==> config.mk <==
export PLATFORM = sky130hd
export DESIGN_NAME = sr_cmd_ctrl
export DESIGN_NICKNAME = d
export VERILOG_FILES = /design/src/rtl/sr_pkg.sv /design/src/rtl/sr_debounce.sv /design/src/rtl/sr_cmd_ctrl.sv
export SDC_FILE = /design/constraint.sdc
export NUM_CORES = 1
export LEC_CHECK = 0
export CAP_MARGIN = 20
export CELL_PAD_IN_SITES_DETAIL_PLACEMENT = 1
export CELL_PAD_IN_SITES_GLOBAL_PLACEMENT = 1
export CORE_MARGIN = 10
export CORE_UTILIZATION = 41
export DETAILED_ROUTE_END_ITERATION = 10
export MAX_ROUTING_LAYER = met4
export PLACE_DENSITY_LB_ADDON = 0.2
export SLEW_MARGIN = 15
export SYNTH_ARGS = -nofsm -noshare
export SYNTH_HDL_FRONTEND = slang
export SYNTH_SLANG_ARGS = --single-unit
==> constraint.sdc <==
create_clock -name clk -period 1.8 [get_ports clk]
set_input_delay 0.45 -clock clk [delete_from_list [all_inputs] [get_ports clk]]
set_output_delay 0.45 -clock clk [all_outputs]
set_load 0.005 [all_outputs]
==> src/rtl/sr_pkg.sv <==
// rtl/sr_pkg.sv - shared state type and default constants for the SR command front-end
package sr_pkg;

    typedef enum logic [1:0] {
        IDLE  = 2'd0,
        PULSE = 2'd1,
        GAP   = 2'd2
    } sr_state_t;

    localparam int DEB_CYCLES_DEF = 16;
    localparam int PULSE_LEN_DEF  = 1;
    localparam int GAP_LEN_DEF    = 2;

    function automatic int max_int(input int a, input int b);
        return (a > b) ? a : b;
    endfunction

endpackage

==> src/rtl/sr_debounce.sv <==
// rtl/sr_debounce.sv - per-channel synchroniser, debounce filter and rising-edge strobe
module sr_debounce
    import sr_pkg::*;
#(
    parameter int DEB_CYCLES = DEB_CYCLES_DEF
) (
    input  logic clk,
    input  logic rst_n,
    input  logic raw,
    output logic rise
);

    localparam int              CW   = $clog2(DEB_CYCLES + 1);
    localparam logic [CW-1:0]   LAST = CW'(DEB_CYCLES - 1);

    logic          sync1;
    logic          sync2;
    logic          level;
    logic [CW-1:0] cnt;

    // Two-flop synchroniser for the asynchronous request line
    always_ff @(posedge clk or negedge rst_n) begin
        if (!rst_n) begin
            sync1 <= 1'b0;
            sync2 <= 1'b0;
        end else begin
            sync1 <= raw;
            sync2 <= sync1;
        end
    end

    // Filtered level flips only after DEB_CYCLES consecutive disagreeing samples; strobe on 0->1
    always_ff @(posedge clk or negedge rst_n) begin
        if (!rst_n) begin
            cnt   <= '0;
            level <= 1'b0;
            rise  <= 1'b0;
        end else begin
            rise <= 1'b0;
            if (sync2 == level) begin
                cnt <= '0;
            end else if (cnt >= LAST) begin
                cnt   <= '0;
                level <= ~level;
                rise  <= ~level;
            end else begin
                cnt <= cnt + CW'(1);
            end
        end
    end

endmodule

==> src/rtl/sr_cmd_ctrl.sv <==
// rtl/sr_cmd_ctrl.sv - pending-command arbitration, pulse/gap sequencing and registered S/R drive
module sr_cmd_ctrl
    import sr_pkg::*;
#(
    parameter int DEB_CYCLES = DEB_CYCLES_DEF,
    parameter int PULSE_LEN  = PULSE_LEN_DEF,
    parameter int GAP_LEN    = GAP_LEN_DEF,
    parameter bit SUPPRESS   = 1'b1
) (
    input  logic clk,
    input  logic rst_n,
    input  logic set_req,
    input  logic clr_req,
    input  logic q_fb,
    output logic S,
    output logic R,
    output logic busy,
    output logic conflict,
    output logic dropped
);

    localparam int            CW         = $clog2(max_int(PULSE_LEN, GAP_LEN) + 1);
    localparam logic [CW-1:0] PULSE_LOAD = CW'(PULSE_LEN - 1);
    localparam logic [CW-1:0] GAP_LOAD   = CW'((GAP_LEN > 0) ? GAP_LEN - 1 : 0);

    logic          set_rise;
    logic          clr_rise;
    logic          pend_set;
    logic          pend_clr;
    logic          pend_set_nxt;
    logic          pend_clr_nxt;
    sr_state_t     state;
    sr_state_t     state_nxt;
    logic [CW-1:0] cnt;
    logic [CW-1:0] cnt_nxt;
    logic          s_nxt;
    logic          r_nxt;
    logic          conflict_nxt;
    logic          dropped_nxt;
    logic          suppressed;

    sr_debounce #(.DEB_CYCLES(DEB_CYCLES)) u_deb_set (
        .clk   (clk),
        .rst_n (rst_n),
        .raw   (set_req),
        .rise  (set_rise)
    );

    sr_debounce #(.DEB_CYCLES(DEB_CYCLES)) u_deb_clr (
        .clk   (clk),
        .rst_n (rst_n),
        .raw   (clr_req),
        .rise  (clr_rise)
    );

    // Clear is served first, so the target level is 0 whenever a clear is pending
    assign suppressed = SUPPRESS && (q_fb == !pend_clr);
    assign busy       = (state != IDLE);

    // Next-state logic: serve pending commands from IDLE, time the pulse and the gap
    always_comb begin
        state_nxt    = state;
        cnt_nxt      = cnt;
        s_nxt        = S;
        r_nxt        = R;
        conflict_nxt = 1'b0;
        dropped_nxt  = 1'b0;
        pend_set_nxt = pend_set;
        pend_clr_nxt = pend_clr;
        case (state)
            IDLE: begin
                if (pend_clr || pend_set) begin
                    pend_set_nxt = 1'b0;
                    pend_clr_nxt = 1'b0;
                    conflict_nxt = pend_clr && pend_set;
                    if (suppressed) begin
                        dropped_nxt = !(pend_clr && pend_set);
                    end else begin
                        state_nxt = PULSE;
                        cnt_nxt   = PULSE_LOAD;
                        s_nxt     = !pend_clr;
                        r_nxt     = pend_clr;
                    end
                end
            end
            PULSE: begin
                if (cnt == '0) begin
                    s_nxt = 1'b0;
                    r_nxt = 1'b0;
                    if (GAP_LEN > 0) begin
                        state_nxt = GAP;
                        cnt_nxt   = GAP_LOAD;
                    end else begin
                        state_nxt = IDLE;
                    end
                end else begin
                    cnt_nxt = cnt - CW'(1);
                end
            end
            GAP: begin
                if (cnt == '0) begin
                    state_nxt = IDLE;
                end else begin
                    cnt_nxt = cnt - CW'(1);
                end
            end
            default: begin
                state_nxt = IDLE;
                s_nxt     = 1'b0;
                r_nxt     = 1'b0;
            end
        endcase
        pend_set_nxt = pend_set_nxt | set_rise;
        pend_clr_nxt = pend_clr_nxt | clr_rise;
    end

    // State, pend bits and all registered outputs; reset drops S/R without waiting for clk
    always_ff @(posedge clk or negedge rst_n) begin
        if (!rst_n) begin
            state    <= IDLE;
            cnt      <= '0;
            pend_set <= 1'b0;
            pend_clr <= 1'b0;
            S        <= 1'b0;
            R        <= 1'b0;
            conflict <= 1'b0;
            dropped  <= 1'b0;
        end else begin
            state    <= state_nxt;
            cnt      <= cnt_nxt;
            pend_set <= pend_set_nxt;
            pend_clr <= pend_clr_nxt;
            S        <= s_nxt;
            R        <= r_nxt;
            conflict <= conflict_nxt;
            dropped  <= dropped_nxt;
        end
    end

endmodule

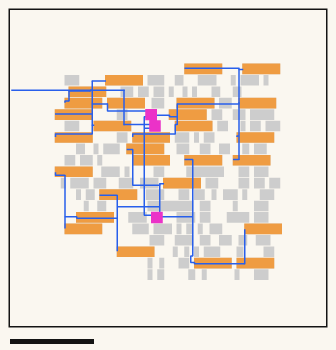
(images/clock_wires.png)
Scale bar: 20 um.
magenta -> clock-net drivers  # count 3
orange -> flip-flops  # count 28
blue -> clock wires  # length 344 um
routed clock nets = 4

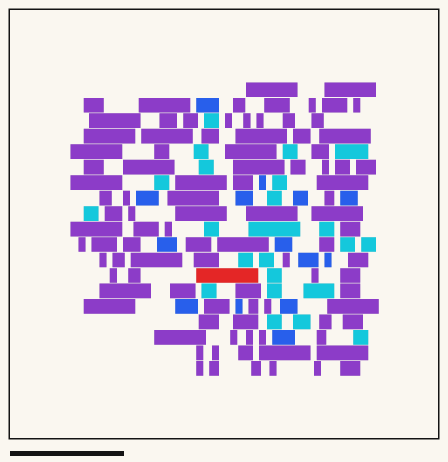
(images/sizing.png)
Scale bar: 20 um.
cyan -> x3 and x4  # cells 23, share 17%, most used buf_4
red -> x6 and larger  # cells 1, share 0.75%, most used bufinv_16
purple -> x1 and smaller  # cells 96, share 72%, most used dfrtp_1
blue -> x2  # cells 14, share 10%, most used mux2_2

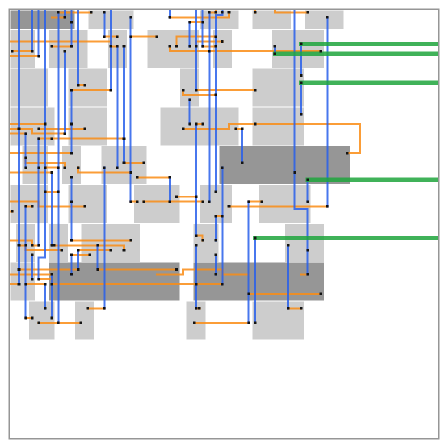
(images/closeup.png)
Window x 41 to 71, y 4 to 34 um. Cells in grey, sequential cells in the stronger grey; small squares are vias.
orange -> M1
green -> M3
blue -> M2
most frequent = buf_4 (6), clkdlybuf4s50_1 (4)
sequential cells in the window = 3
cells with their middle in the window = 34

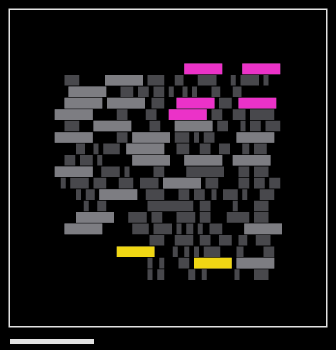
(images/ff_map.png)
Scale bar: 20 um.
yellow -> cnt  # flops 2
magenta -> u_deb_set.cnt  # flops 5

==> impl_metrics.xml <==
<?xml version="1.0" encoding="UTF-8"?>
<metrics>
  <group name="run_status">
    <metric name="outcome" unit="">finished, final reports clean</metric>
  </group>
  <group name="hold_path">
    <metric name="worst_hold_startpoint" unit="">u_deb_set.sync1</metric>
  </group>
  <group name="die">
    <metric name="core_area" unit="um2">2830</metric>
  </group>
  <group name="critical_path">
    <metric name="critPathArrivalTime" unit="ns">1.25</metric>
    <metric name="timing.critical_path.required" unit="ns">1.35</metric>
  </group>
  <group name="placed_design">
    <metric name="post-place-ws" unit="ns">-0.158</metric>
    <metric name="finalWeightedCongestion" unit="">0.729</metric>
  </group>
  <group name="final_layout">
    <metric name="top_regs" unit="">u_deb_clr.cnt x5, u_deb_set.cnt x5</metric>
    <metric name="layout_top_cells" unit="">28 x dfrtp_1, 16 x buf_4, 10 x nor2_1, 10 x ha_1, 8 x clkdlybuf4s50_1</metric>
    <metric name="seqAreaFraction" unit="">0.442</metric>
    <metric name="buffer_area_frac" unit="">0.133</metric>
    <metric name="seq_cell_count" unit="">28</metric>
    <metric name="final_net_count" unit="">151</metric>
  </group>
  <group name="clocking">
    <metric name="clock_sinks" unit="">28</metric>
    <metric name="clk-insertion-delay-late" unit="ns">0.32</metric>
    <metric name="tritoncts.num_buffers" unit="">3</metric>
    <metric name="tritoncts_clock_tree" unit="">done</metric>
  </group>
  <group name="logic_synthesis">
    <metric name="synth_async_sr_flop_share" unit="">1.00</metric>
    <metric name="synth_flops" unit="">28</metric>
    <metric name="post_synth_main_logic_family" unit="">simple AND/OR/NAND/NOR gates</metric>
    <metric name="synth_xor_xnor_area_share" unit="">0.0280</metric>
    <metric name="post_synth_most_frequent_cells" unit="">28 x dfrtp_1, 11 x ha_1, 10 x inv_1, 10 x nor2_1, 6 x nand2_1</metric>
  </group>
  <group name="power_and_ir_drop">
    <metric name="power_report.internal_total" unit="mW">1.40</metric>
    <metric name="power.share.switching" unit="">0.304</metric>
    <metric name="power.sequential.fraction" unit="">0.371</metric>
  </group>
  <group name="detailed_routing">
    <metric name="route.antenna.remaining_nets" unit="">0</metric>
    <metric name="maxUsedRoutingLayer" unit="">met4</metric>
  </group>
  <group name="grt">
    <metric name="gr-total-overflow" unit="">0</metric>
    <metric name="grt_first_pass_wirelength" unit="um">4180</metric>
    <metric name="global_route.usage.total" unit="">0.0955</metric>
  </group>
  <group name="sta">
    <metric name="hold_viol" unit="">0</metric>
    <metric name="worst_pin_slew" unit="ns">0.349</metric>
  </group>
</metrics>
